[src/rtl/layer_test_pkg.sv]
// Shared types and helpers for the layer test scheduler.
package layer_test_pkg;

   localparam int unsigned DEFAULT_RES_W = 8;
   localparam int unsigned MAX_LAYERS    = 32;

   typedef enum logic [2:0] {
      S_IDLE,
      S_ARM,
      S_WAIT,
      S_SHIFT,
      S_NEXT,
      S_DONE
   } sched_state_t;

   // One-hot vector with bit idx set; all-zero when idx is out of range.
   function automatic logic [MAX_LAYERS-1:0] onehot(input int unsigned idx);
      return MAX_LAYERS'(1) << idx;
   endfunction

endpackage

[src/rtl/layer_test_sched_result_serializer.sv]
// Loads a layer result word and shifts it out MSB first, one bit per cycle,
// with data_valid high for exactly RES_W cycles.
module result_serializer
   import layer_test_pkg::*;
#(
   parameter int unsigned RES_W = DEFAULT_RES_W
) (
   input  logic             t_clk,
   input  logic             rst_n,
   input  logic             i_load,
   input  logic [RES_W-1:0] i_data,
   output logic             o_data_out,
   output logic             o_data_valid,
   output logic             o_last
);

   localparam int unsigned BCNT_W = $clog2(RES_W + 1);

   logic [RES_W-1:0]  r_sreg;
   logic [BCNT_W-1:0] r_bcnt;
   logic              r_data_out;
   logic              r_valid;

   // The MSB is presented in the load cycle itself so the first bit appears
   // one cycle after the finish is sampled; r_bcnt counts bits already shown.
   always_ff @(posedge t_clk or negedge rst_n) begin
      if (!rst_n) begin
         r_sreg     <= '0;
         r_bcnt     <= '0;
         r_data_out <= 1'b0;
         r_valid    <= 1'b0;
      end else if (i_load) begin
         r_sreg     <= i_data << 1;
         r_data_out <= i_data[RES_W-1];
         r_valid    <= 1'b1;
         r_bcnt     <= BCNT_W'(1);
      end else if (r_valid) begin
         if (r_bcnt == BCNT_W'(RES_W)) begin
            r_valid    <= 1'b0;
            r_data_out <= 1'b0;
            r_bcnt     <= '0;
         end else begin
            r_data_out <= r_sreg[RES_W-1];
            r_sreg     <= r_sreg << 1;
            r_bcnt     <= r_bcnt + BCNT_W'(1);
         end
      end
   end

   assign o_data_out   = r_data_out;
   assign o_data_valid = r_valid;
   assign o_last       = r_valid && (r_bcnt == BCNT_W'(RES_W));

endmodule

[src/rtl/layer_test_sched.sv]
// Per-layer self-test sequencer: enables one layer at a time, waits for its
// finish, serialises its result word, then moves on to the next layer.
// Optional feature macro: SCHED_TIMEOUT_EN (WAIT timeout and timeout_flag).
module layer_test_sched
   import layer_test_pkg::*;
#(
   parameter int unsigned N_LAYERS = 2,
   parameter int unsigned RES_W    = DEFAULT_RES_W,
   parameter int unsigned TIMEOUT  = 1024
) (
   input  logic                      t_clk,
   input  logic                      rst_n,
   input  logic                      start,
   input  logic [N_LAYERS-1:0]       sort_finish,
   input  logic [N_LAYERS*RES_W-1:0] res_data,
   output logic [N_LAYERS-1:0]       f_layer,
   output logic                      data_out,
   output logic                      data_valid,
   output logic                      busy,
   output logic                      done,
   output logic [N_LAYERS-1:0]       timeout_flag
);

   localparam int unsigned IDX_W = (N_LAYERS > 1) ? $clog2(N_LAYERS) : 1;

   if (N_LAYERS < 1 || N_LAYERS > MAX_LAYERS) begin : g_bad_layers
      $error("N_LAYERS out of range");
   end
   if (TIMEOUT < 2) begin : g_bad_timeout
      $error("TIMEOUT must be at least 2");
   end
   if (RES_W < 1) begin : g_bad_resw
      $error("RES_W must be at least 1");
   end

   sched_state_t        r_state, w_state_nxt;
   logic [IDX_W-1:0]    r_idx, w_idx_nxt;
   logic [N_LAYERS-1:0] r_f_layer, w_f_layer_nxt;
   logic                w_fin_sel;
   logic [RES_W-1:0]    w_res_sel;
   logic                w_load;
   logic                w_last;
   logic [N_LAYERS-1:0] w_onehot;

`ifdef SCHED_TIMEOUT_EN
   localparam int unsigned CNT_W = $clog2(TIMEOUT);
   logic [CNT_W-1:0]    r_wcnt, w_wcnt_nxt;
   logic [N_LAYERS-1:0] r_tflag, w_tflag_nxt;
`endif

   assign w_onehot = N_LAYERS'(onehot(32'(r_idx)));

   // Select the finish bit and result word of the layer currently scheduled.
   always_comb begin
      w_fin_sel = 1'b0;
      w_res_sel = '0;
      for (int unsigned k = 0; k < N_LAYERS; k++) begin
         if (r_idx == IDX_W'(k)) begin
            w_fin_sel = sort_finish[k];
            w_res_sel = res_data[k*RES_W +: RES_W];
         end
      end
   end

   // Next-state and next-datapath values for the sweep sequencer.
   always_comb begin
      w_state_nxt   = r_state;
      w_idx_nxt     = r_idx;
      w_f_layer_nxt = r_f_layer;
      w_load        = 1'b0;
`ifdef SCHED_TIMEOUT_EN
      w_wcnt_nxt    = r_wcnt;
      w_tflag_nxt   = r_tflag;
`endif
      case (r_state)
         S_IDLE: begin
            if (start) begin
               w_state_nxt = S_ARM;
               w_idx_nxt   = '0;
`ifdef SCHED_TIMEOUT_EN
               w_tflag_nxt = '0;
`endif
            end
         end
         S_ARM: begin
            w_f_layer_nxt = w_onehot;
`ifdef SCHED_TIMEOUT_EN
            w_wcnt_nxt    = '0;
`endif
            w_state_nxt   = S_WAIT;
         end
         S_WAIT: begin
            // Finish is tested first so it beats a simultaneous timeout.
            if (w_fin_sel) begin
               w_load        = 1'b1;
               w_f_layer_nxt = '0;
               w_state_nxt   = S_SHIFT;
            end
`ifdef SCHED_TIMEOUT_EN
            else if (r_wcnt == CNT_W'(TIMEOUT - 1)) begin
               w_tflag_nxt   = r_tflag | w_onehot;
               w_f_layer_nxt = '0;
               w_state_nxt   = S_NEXT;
            end else begin
               w_wcnt_nxt = r_wcnt + CNT_W'(1);
            end
`endif
         end
         S_SHIFT: begin
            if (w_last) begin
               w_state_nxt = S_NEXT;
            end
         end
         S_NEXT: begin
            if (r_idx == IDX_W'(N_LAYERS - 1)) begin
               w_state_nxt = S_DONE;
            end else begin
               w_idx_nxt   = r_idx + IDX_W'(1);
               w_state_nxt = S_ARM;
            end
         end
         S_DONE: begin
            w_state_nxt = S_IDLE;
         end
         default: begin
            w_state_nxt = S_IDLE;
         end
      endcase
   end

   // State and datapath registers of the sequencer.
   always_ff @(posedge t_clk or negedge rst_n) begin
      if (!rst_n) begin
         r_state   <= S_IDLE;
         r_idx     <= '0;
         r_f_layer <= '0;
`ifdef SCHED_TIMEOUT_EN
         r_wcnt    <= '0;
         r_tflag   <= '0;
`endif
      end else begin
         r_state   <= w_state_nxt;
         r_idx     <= w_idx_nxt;
         r_f_layer <= w_f_layer_nxt;
`ifdef SCHED_TIMEOUT_EN
         r_wcnt    <= w_wcnt_nxt;
         r_tflag   <= w_tflag_nxt;
`endif
      end
   end

   result_serializer #(
      .RES_W(RES_W)
   ) u_ser (
      .t_clk       (t_clk),
      .rst_n       (rst_n),
      .i_load      (w_load),
      .i_data      (w_res_sel),
      .o_data_out  (data_out),
      .o_data_valid(data_valid),
      .o_last      (w_last)
   );

   assign f_layer = r_f_layer;
   assign busy    = (r_state != S_IDLE);
   assign done    = (r_state == S_DONE);
`ifdef SCHED_TIMEOUT_EN
   assign timeout_flag = r_tflag;
`else
   assign timeout_flag = '0;
`endif

endmodule
[config.mk]
export PLATFORM = sky130hd
export DESIGN_NAME = layer_test_sched
export DESIGN_NICKNAME = d
export VERILOG_FILES = /design/src/rtl/layer_test_pkg.sv /design/src/rtl/layer_test_sched_result_serializer.sv /design/src/rtl/layer_test_sched.sv
export SDC_FILE = /design/constraint.sdc
export NUM_CORES = 1
export LEC_CHECK = 0
export ABC_AREA = 1
export ABC_CLOCK_PERIOD_IN_PS = 4900
export CORE_AREA = 3 3 53 55
export CTS_CLUSTER_SIZE = 10
export DETAILED_ROUTE_END_ITERATION = 12
export DIE_AREA = 0 0 56 58
export PLACE_DENSITY = 0.77
export SLEW_MARGIN = 25
export SYNTH_ARGS = -nofsm -noshare
export SYNTH_HDL_FRONTEND = slang
export SYNTH_HIERARCHICAL = 1
export SYNTH_SLANG_ARGS = --single-unit
export TNS_END_PERCENT = 10
[constraint.sdc]
create_clock -name t_clk -period 4.9 [get_ports t_clk]
set_clock_uncertainty 0.1 [all_clocks]
set_input_delay 0.98 -clock t_clk [delete_from_list [all_inputs] [get_ports t_clk]]
set_output_delay 0.98 -clock t_clk [all_outputs]
set_load 0.01 [all_outputs]
==> images/placement_by_type.png <==
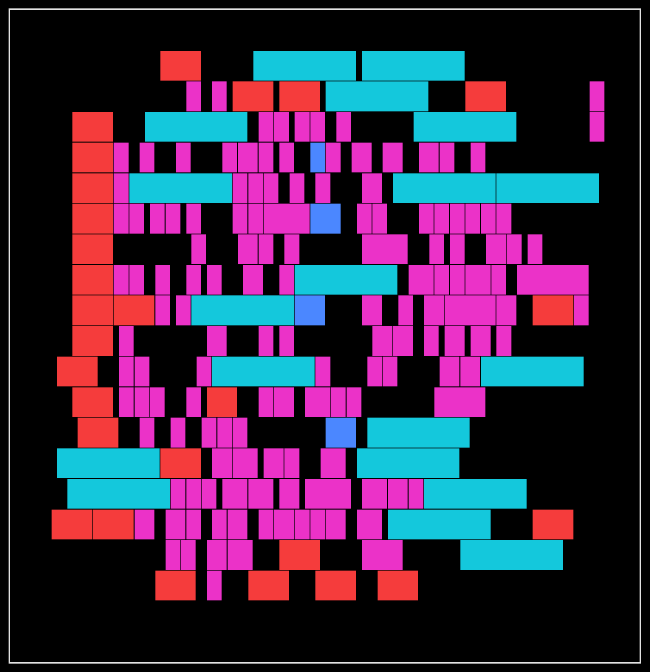
color	class	cells	share of their area
magenta	combinational and other logic	141	46%
red	remaining buffers and delay cells	27	19%
blue	clock drivers and dummy loads	4	1.9%
cyan	sequential cells	19	33%
Core Area: 2430 µm²
final cell area excluding filler cells: 1460 µm²
register share of the cell area: 0.326
core utilization of the finished layout: 0.599
count of standard-cell rows: 18

==> images/clk_routes.png <==
Scale bar: 20 µm.
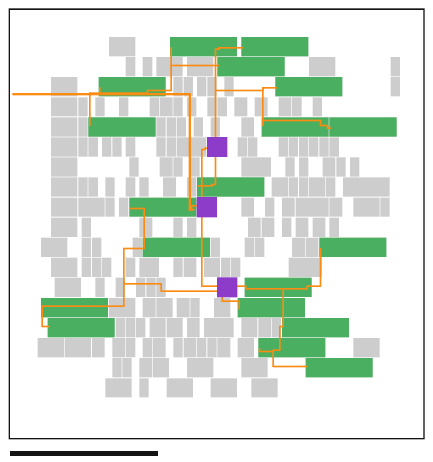
[purple] clock drivers | count: 3
[orange] clock wires | length: 232 µm
[green] flip-flops | count: 19
routed clock nets	4
Clock Latency Late Sink: 0.29 ns
clock share of power: 0.101
power of the clock network: 77.4 µW

==> images/logic_types.png <==
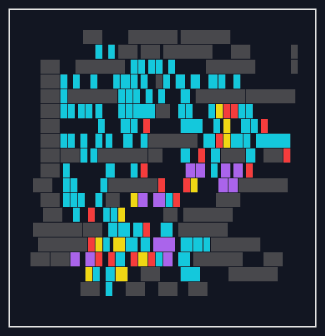
color	family	cells
yellow	nor cells	11
purple	aoi and oai cells	12
red	inv cells	19
cyan	nand cells	95
non-filler instance count after layout: 221
leading cell type in the layout, fill and taps excluded: sky130_fd_sc_hd__nand2_1

==> images/clocks.png <==
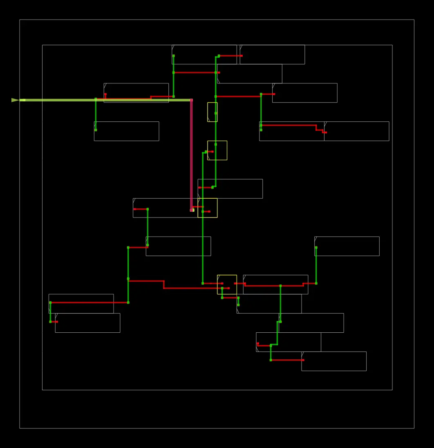
clock net sink count: 19
# clk buffers: 4
number of sequential cells in the layout: 19
total clock buffers created by CTS: 3

==> results.txt <==
Notes on the physical design

The cell-mix breakdown from Yosys lists the XOR/XNOR area share as 0. The critical path is of the flop to output port type. Per the post-synthesis stats, the area per cell is 7.03 µm².

For the pin with the worst max-slew slack, the measured transition is 0.863 ns. The fraction of final cell area spent on non-clock buffers in this run is 0.184. Yosys reported that registers with async set or reset make up 1.00.

For this block, wires on met1 add up to 1.17 mm. Internal power comes to 415 µW. By area, the combinational part of the netlist is dominated by simple AND/OR/NAND/NOR gates. The clock transition at the register clock pins on the worst setup and hold paths after CTS is 0.10 ns. The clock tree cell share of total cell area is 0.0180. The post-detailed-routing wire length is 2.50 mm. The run finished with clean final reports. The routed length per instance is 11.3 µm. Per report_power, the top consumer among the power groups is combinational logic. The die covers 3250 µm². In the post-synthesis netlist, the biggest area contributors are sky130_fd_sc_hd__dfrtp_1, sky130_fd_sc_hd__nand2_1, sky130_fd_sc_hd__nand3_1.

The met1 demand-to-capacity share in global routing is 0.227. The most flop-heavy register is u_ser/r_sreg. The first-iteration detailed-routing DRC count is 19. Per the gpl log, the routability congestion estimate is 0.770. The number of flip-flops in the largest register is 7.
Power is estimated from default activity; no workload was simulated.
